==> src/rtl/vend_pkg.sv <==
// Shared definitions for the parametrised vending controller:
// coin codes, one-hot state encodings and coin-code decoding.
package vend_pkg;

   localparam logic [1:0] COIN_NONE = 2'd0;
   localparam logic [1:0] COIN_1    = 2'd1;
   localparam logic [1:0] COIN_2    = 2'd2;
   localparam logic [1:0] COIN_4    = 2'd3;

   typedef enum logic [2:0] {
      ST_IDLE    = 3'b001,
      ST_COLLECT = 3'b010,
      ST_LOCKOUT = 3'b100
   } state_e;

   // Coin code to value in 0.5-yuan units.
   function automatic logic [2:0] coin_value(input logic [1:0] code);
      case (code)
         COIN_1:  return 3'd1;
         COIN_2:  return 3'd2;
         COIN_4:  return 3'd4;
         default: return 3'd0;
      endcase
   endfunction

endpackage

==> src/rtl/vend_stock_cnt.sv <==
// Product stock down-counter with refill load, decrement enable and a
// registered zero flag that tracks the counter on the same edge.
module vend_stock_cnt
   import vend_pkg::*;
#(
   parameter int STOCK_INIT = 8,
   parameter int STOCK_W    = 4
) (
   input  logic               clk,
   input  logic               rst_n,
   input  logic               load_i,
   input  logic               dec_i,
   output logic [STOCK_W-1:0] stock_o,
   output logic               zero_o
);

   localparam logic [STOCK_W-1:0] INIT_V = STOCK_W'(STOCK_INIT);
   localparam logic [STOCK_W-1:0] ONE_V  = {{(STOCK_W-1){1'b0}}, 1'b1};

   logic [STOCK_W-1:0] cnt_q, cnt_d;
   logic               zero_q, zero_d;

   // Next stock: a vend in a refill cycle takes one unit from the fresh load.
   always_comb begin
      cnt_d = cnt_q;
      if (load_i) begin
         cnt_d = dec_i ? (INIT_V - ONE_V) : INIT_V;
      end else if (dec_i && (cnt_q != '0)) begin
         cnt_d = cnt_q - ONE_V;
      end else begin
         cnt_d = cnt_q;
      end
      zero_d = (cnt_d == '0);
   end

   // Stock and zero-flag registers.
   always_ff @(posedge clk or negedge rst_n) begin
      if (!rst_n) begin
         cnt_q  <= INIT_V;
         zero_q <= 1'b0;
      end else begin
         cnt_q  <= cnt_d;
         zero_q <= zero_d;
      end
   end

   assign stock_o = cnt_q;
   assign zero_o  = zero_q;

endmodule

==> src/rtl/vend_ctrl_param.sv <==
// Parametrised coin-operated vending controller: credit accumulation,
// vend with change, cancel/refund and sold-out lockout with refill.
module vend_ctrl_param
   import vend_pkg::*;
#(
   parameter int PRICE      = 3,
   parameter int CREDIT_W   = 4,
   parameter int STOCK_INIT = 8,
   parameter int STOCK_W    = 4
) (
   input  logic                clk,
   input  logic                rst_n,
   input  logic [1:0]          coin,
   input  logic                cancel,
   input  logic                refill,
   output logic                out_vld,
   output logic                change_vld,
   output logic [CREDIT_W-1:0] change,
   output logic [CREDIT_W-1:0] credit,
   output logic                sold_out
);

   localparam logic [CREDIT_W:0]   PRICE_V = (CREDIT_W+1)'(PRICE);
   localparam logic [STOCK_W-1:0]  ONE_S   = {{(STOCK_W-1){1'b0}}, 1'b1};

   state_e              state_q, state_d;
   logic [CREDIT_W-1:0] credit_q, credit_d;
   logic [CREDIT_W-1:0] change_q, change_d;
   logic                out_vld_q, out_vld_d;
   logic                change_vld_q, change_vld_d;

   logic [CREDIT_W:0]   coin_v_s;
   logic [CREDIT_W:0]   sum_s;
   logic [CREDIT_W-1:0] excess_s;
   logic                vend_s;
   logic                vend_empties_s;
   logic                stock_zero_s;
   logic [STOCK_W-1:0]  stock_s;

   assign coin_v_s = {{(CREDIT_W-2){1'b0}}, coin_value(coin)};
   assign sum_s    = {1'b0, credit_q} + coin_v_s;
   // Only consumed when sum >= PRICE, where the difference fits CREDIT_W bits.
   assign excess_s = sum_s[CREDIT_W-1:0] - PRICE_V[CREDIT_W-1:0];
   assign vend_empties_s = refill ? (STOCK_INIT == 1) : (stock_s == ONE_S);

   // Next-state, credit and output-pulse decisions in event priority order.
   always_comb begin
      state_d      = state_q;
      credit_d     = credit_q;
      change_d     = '0;
      change_vld_d = 1'b0;
      out_vld_d    = 1'b0;
      vend_s       = 1'b0;
      case (state_q)
         ST_IDLE, ST_COLLECT: begin
            if (cancel) begin
               credit_d = '0;
               state_d  = ST_IDLE;
               if (sum_s != '0) begin
                  change_vld_d = 1'b1;
                  change_d     = sum_s[CREDIT_W-1:0];
               end else begin
                  change_vld_d = 1'b0;
               end
            end else if (sum_s >= PRICE_V) begin
               credit_d = '0;
               if (!stock_zero_s) begin
                  vend_s       = 1'b1;
                  out_vld_d    = 1'b1;
                  change_d     = excess_s;
                  change_vld_d = (sum_s > PRICE_V);
                  state_d      = vend_empties_s ? ST_LOCKOUT : ST_IDLE;
               end else begin
                  // Stock empty outside LOCKOUT only after state recovery: refund.
                  change_vld_d = 1'b1;
                  change_d     = sum_s[CREDIT_W-1:0];
                  state_d      = refill ? ST_IDLE : ST_LOCKOUT;
               end
            end else begin
               credit_d = sum_s[CREDIT_W-1:0];
               state_d  = (sum_s == '0) ? ST_IDLE : ST_COLLECT;
            end
         end
         ST_LOCKOUT: begin
            credit_d = '0;
            if (coin_v_s != '0) begin
               change_vld_d = 1'b1;
               change_d     = coin_v_s[CREDIT_W-1:0];
            end else begin
               change_vld_d = 1'b0;
            end
            state_d = refill ? ST_IDLE : ST_LOCKOUT;
         end
         default: begin
            state_d  = ST_IDLE;
            credit_d = '0;
         end
      endcase
   end

   // State, credit and output registers.
   always_ff @(posedge clk or negedge rst_n) begin
      if (!rst_n) begin
         state_q      <= ST_IDLE;
         credit_q     <= '0;
         change_q     <= '0;
         out_vld_q    <= 1'b0;
         change_vld_q <= 1'b0;
      end else begin
         state_q      <= state_d;
         credit_q     <= credit_d;
         change_q     <= change_d;
         out_vld_q    <= out_vld_d;
         change_vld_q <= change_vld_d;
      end
   end

   vend_stock_cnt #(
      .STOCK_INIT (STOCK_INIT),
      .STOCK_W    (STOCK_W)
   ) u_stock (
      .clk     (clk),
      .rst_n   (rst_n),
      .load_i  (refill),
      .dec_i   (vend_s),
      .stock_o (stock_s),
      .zero_o  (stock_zero_s)
   );

   assign out_vld    = out_vld_q;
   assign change_vld = change_vld_q;
   assign change     = change_q;
   assign credit     = credit_q;
   assign sold_out   = stock_zero_s;

endmodule

==> config.mk <==
export PLATFORM = sky130hd
export DESIGN_NAME = vend_ctrl_param
export DESIGN_NICKNAME = d
export VERILOG_FILES = /design/src/rtl/vend_pkg.sv /design/src/rtl/vend_stock_cnt.sv /design/src/rtl/vend_ctrl_param.sv
export SDC_FILE = /design/constraint.sdc
export NUM_CORES = 1
export LEC_CHECK = 0
export CAP_MARGIN = 0
export CORE_AREA = 4 4 50 52
export CTS_BUF_LIST = sky130_fd_sc_hd__clkbuf_8 sky130_fd_sc_hd__clkbuf_16
export DETAILED_ROUTE_END_ITERATION = 10
export DIE_AREA = 0 0 54 56
export GPL_TIMING_DRIVEN = 0
export PLACE_DENSITY = 0.87
export REMOVE_ABC_BUFFERS = 1
export SLEW_MARGIN = 20
export SYNTH_ARGS = -nofsm -noshare
export SYNTH_HDL_FRONTEND = slang
export SYNTH_SLANG_ARGS = --single-unit
==> constraint.sdc <==
create_clock -name clk -period 6.8 [get_ports clk]
set_input_delay 2.04 -clock clk [delete_from_list [all_inputs] [get_ports clk]]
set_output_delay 2.04 -clock clk [all_outputs]
set_load 0.005 [all_outputs]
**Clock wiring as the flow saved it**

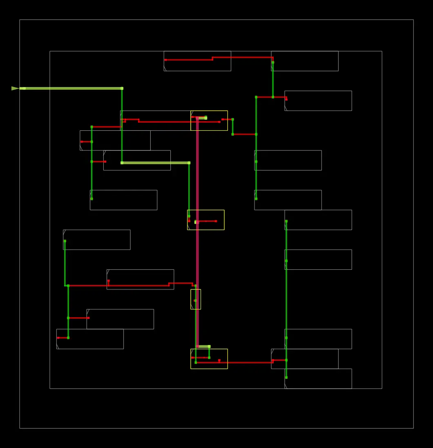
Num CTS Buffers: 3
clk_lat worst skew: 0.26 ns

**Nets reached from selected ports**

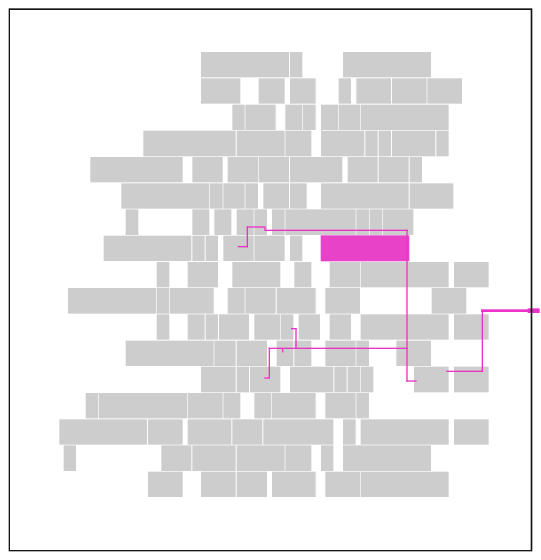
magenta -> `sold_out`  # bits 1, direction output, edge right, end cells 1, buffers 1, wire 71.8 um
IO Count: 17
number of port buffers: 16

**Clock distribution**

The bar under the picture is 20 um long.
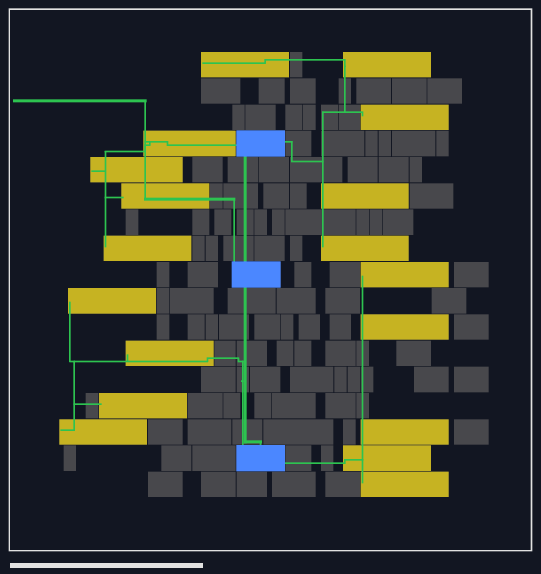
green -> clock wires  # length 244 um
yellow -> flip-flops  # count 18
blue -> clock-net drivers  # count 3
routed clock nets = 4
clock-net power: 75.8 uW
final setup skew: 0.00451 ns
Clk pwr share: 19.0%

**Metal layers overlaid**

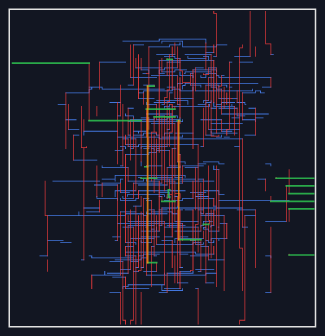
green -> M3  # wire length 79.6 um
orange -> M4  # wire length 52.4 um
red -> M2  # wire length 1,130 um
blue -> M1  # wire length 907 um
total global-route track usage: 16.5%
drt wl/cell: 13.8 um
WL final: 2170 um

==> results.toml <==
# synthesis and place-and-route metrics
[status]
status = "finished clean"

[timing]
fmax_mhz = 214
finalHoldViolations = 0
slew_viol_final = 0
fin_setup_tns_ns = 0
relSlewSlack_pct = 48.9
tightestPinTransition_ns = 0.764
grt_setup_unrepaired = "no"

[pwr]
cellPowerDensity_nw_per_um2 = 300

[drt]
drt_iter0_drc = 36
firstDrtPassIters = 4
routed_via_density = 5.49
route.detailed.drc = 0

[clock_network]
cts_root_buf = "clkbuf_8"
ctsHoldBuffers = 0
post_cts_resize_count = 0
htree_levels = 1
cts_sinks = 18

[worst_setup_path]
crit_type = "in2reg"
cp_data_arrival_time_ns = 4.82
ff2ff_path_depth = 7

[layout]
syn_to_final_growth_pct = 22.0
comb_area_um2 = 603
utilization_pct = 63.2

[logic_synthesis]
synthMuxAreaShare_pct = 2.99
yosysUniqueCellTypes = 40
aoi_share_pct = 20.7
common_cells = "nor2_1 (18), dfrtp_1 (16), inv_1 (8)"
synth-edff-count = 0
ys_cells = 109
ys_async_sr_fraction_pct = 100
yosys_area_um2 = 1090

[floorplan]
die_h_um = 56
core_util_floorplan_pct = 51.8
fp.dieW_um = 54

[hold_path]
holdPathStages = 2

[grt]
grt_pass1_vias = 905
globalRoute.totalOverflow = 0

[placed_design]
place.gp.congestion = 0.895
dp_cells = 153
## worst paths after layout
kind	from	to	slack, ns
max in group asynchronous	rst_n	state_q[1]	4.09
hold / removal	u_stock.stock_o[1]	u_stock.zero_o	0.60
hold reg to reg	u_stock.stock_o[1]	u_stock.zero_o	0.60
setup / recovery	coin[0]	u_stock.zero_o	2.13
min in group asynchronous	rst_n	change[0]	2.23
setup reg to reg	credit[0]	u_stock.zero_o	4.18
## kinds of logic (layout without fill, tap and decap cells)
family	Yosys count	count (layout)
AOI/OAI and AO/OA	28	28
xor gates and xnor gates	7	7
adders and majority gates	8	8
buffers and inverters	10	29
DFF	18	18
muxes	3	3
other	1	2
and+or+nand+nor	34	34
## tightest hold or removal path, stage by stage (launching register included)
cell and delay, ns:
dfrtp_1 0.37, or3_1 0.13, a2111oi_2 0.06
## routing by layer
| metal | vias up | routed length [um] | GRT usage, % |
|---|---|---|---|
| li1 | 429 | - | - |
| met1 | 399 | 906 | 20.4 |
| met2 | 29 | 1130 | 26.8 |
| met3 | 5 | 79 | 2.41 |
| met4 | 0 | 52 | 8.90 |
| met5 | - | 0 | 0 |
## registers in the layout, summed over array words and instances (netlist names)
name	flops
u_stock.stock_o	4
credit	4
change_vld	1
u_stock.zero_o	1
change	4
out_vld	1
state_q	3
## area by class of cell
type | count | share of cell area [%]
Inverter | 9 | 2.54
Tap cell | 28 | 2.63
Clock buffer | 3 | 3.10
Sequential cell | 18 | 34.1
Clock inverter | 1 | 0.282
Multi-Input combinational cell | 82 | 45.3
Timing Repair Buffer | 16 | 12.0
## report_power, final
group | total [uW] | internal (uW) | switching [uW]
Sequential | 159 | 137 | 22.2
Clock | 75.8 | 40.2 | 35.7
Combinational | 164 | 83.2 | 81.2
Total | 399 | 260 | 139
## metrics by stage
| stage | hold WS, ns | worst slack, ns | instance area, um2 |
|---|---|---|---|
| final | 0.600 | 2.13 | 1330 |
| after global routing | 0.638 | 1.98 | 1330 |
| after CTS | 0.602 | 2.12 | 1330 |
| after detailed placement | 0.591 | 1.88 | 1280 |
| after global placement | 0.593 | 1.92 | 1280 |
| after floorplan | 0.551 | 2.63 | 1090 |
## placed cells by master (no fill, tap or decap), drive strengths merged
master | netlist | routed
mux2i | 1 | 1
ha | 7 | 7
nor4 | 1 | 1
inv | 9 | 10
xnor2 | 4 | 4
a211oi | 2 | 2
conb | 1 | 2
and2 | 1 | 1
nand2 | 3 | 3
mux2 | 2 | 2
and4bb | 1 | 1
fa | 1 | 1
a2111oi | 2 | 2
a32oi | 1 | 1
o32ai | 5 | 5
nand3 | 1 | 1
o21ai | 4 | 4
a21boi | 1 | 1
a21o | 3 | 3
dfstp | 2 | 2
or3 | 1 | 1
a31o | 1 | 1
nor2 | 18 | 18
a21oi | 6 | 6
o22ai | 1 | 1
o2bb2ai | 1 | 1
nor3b | 3 | 3
o221ai | 1 | 1
and3 | 1 | 1
clkbuf | 1 | 3
dfrtp | 16 | 16
nor3 | 4 | 4
clkdlybuf4s50 | 0 | 16
xor2 | 3 | 3
Power is estimated from default activity; no workload was simulated.
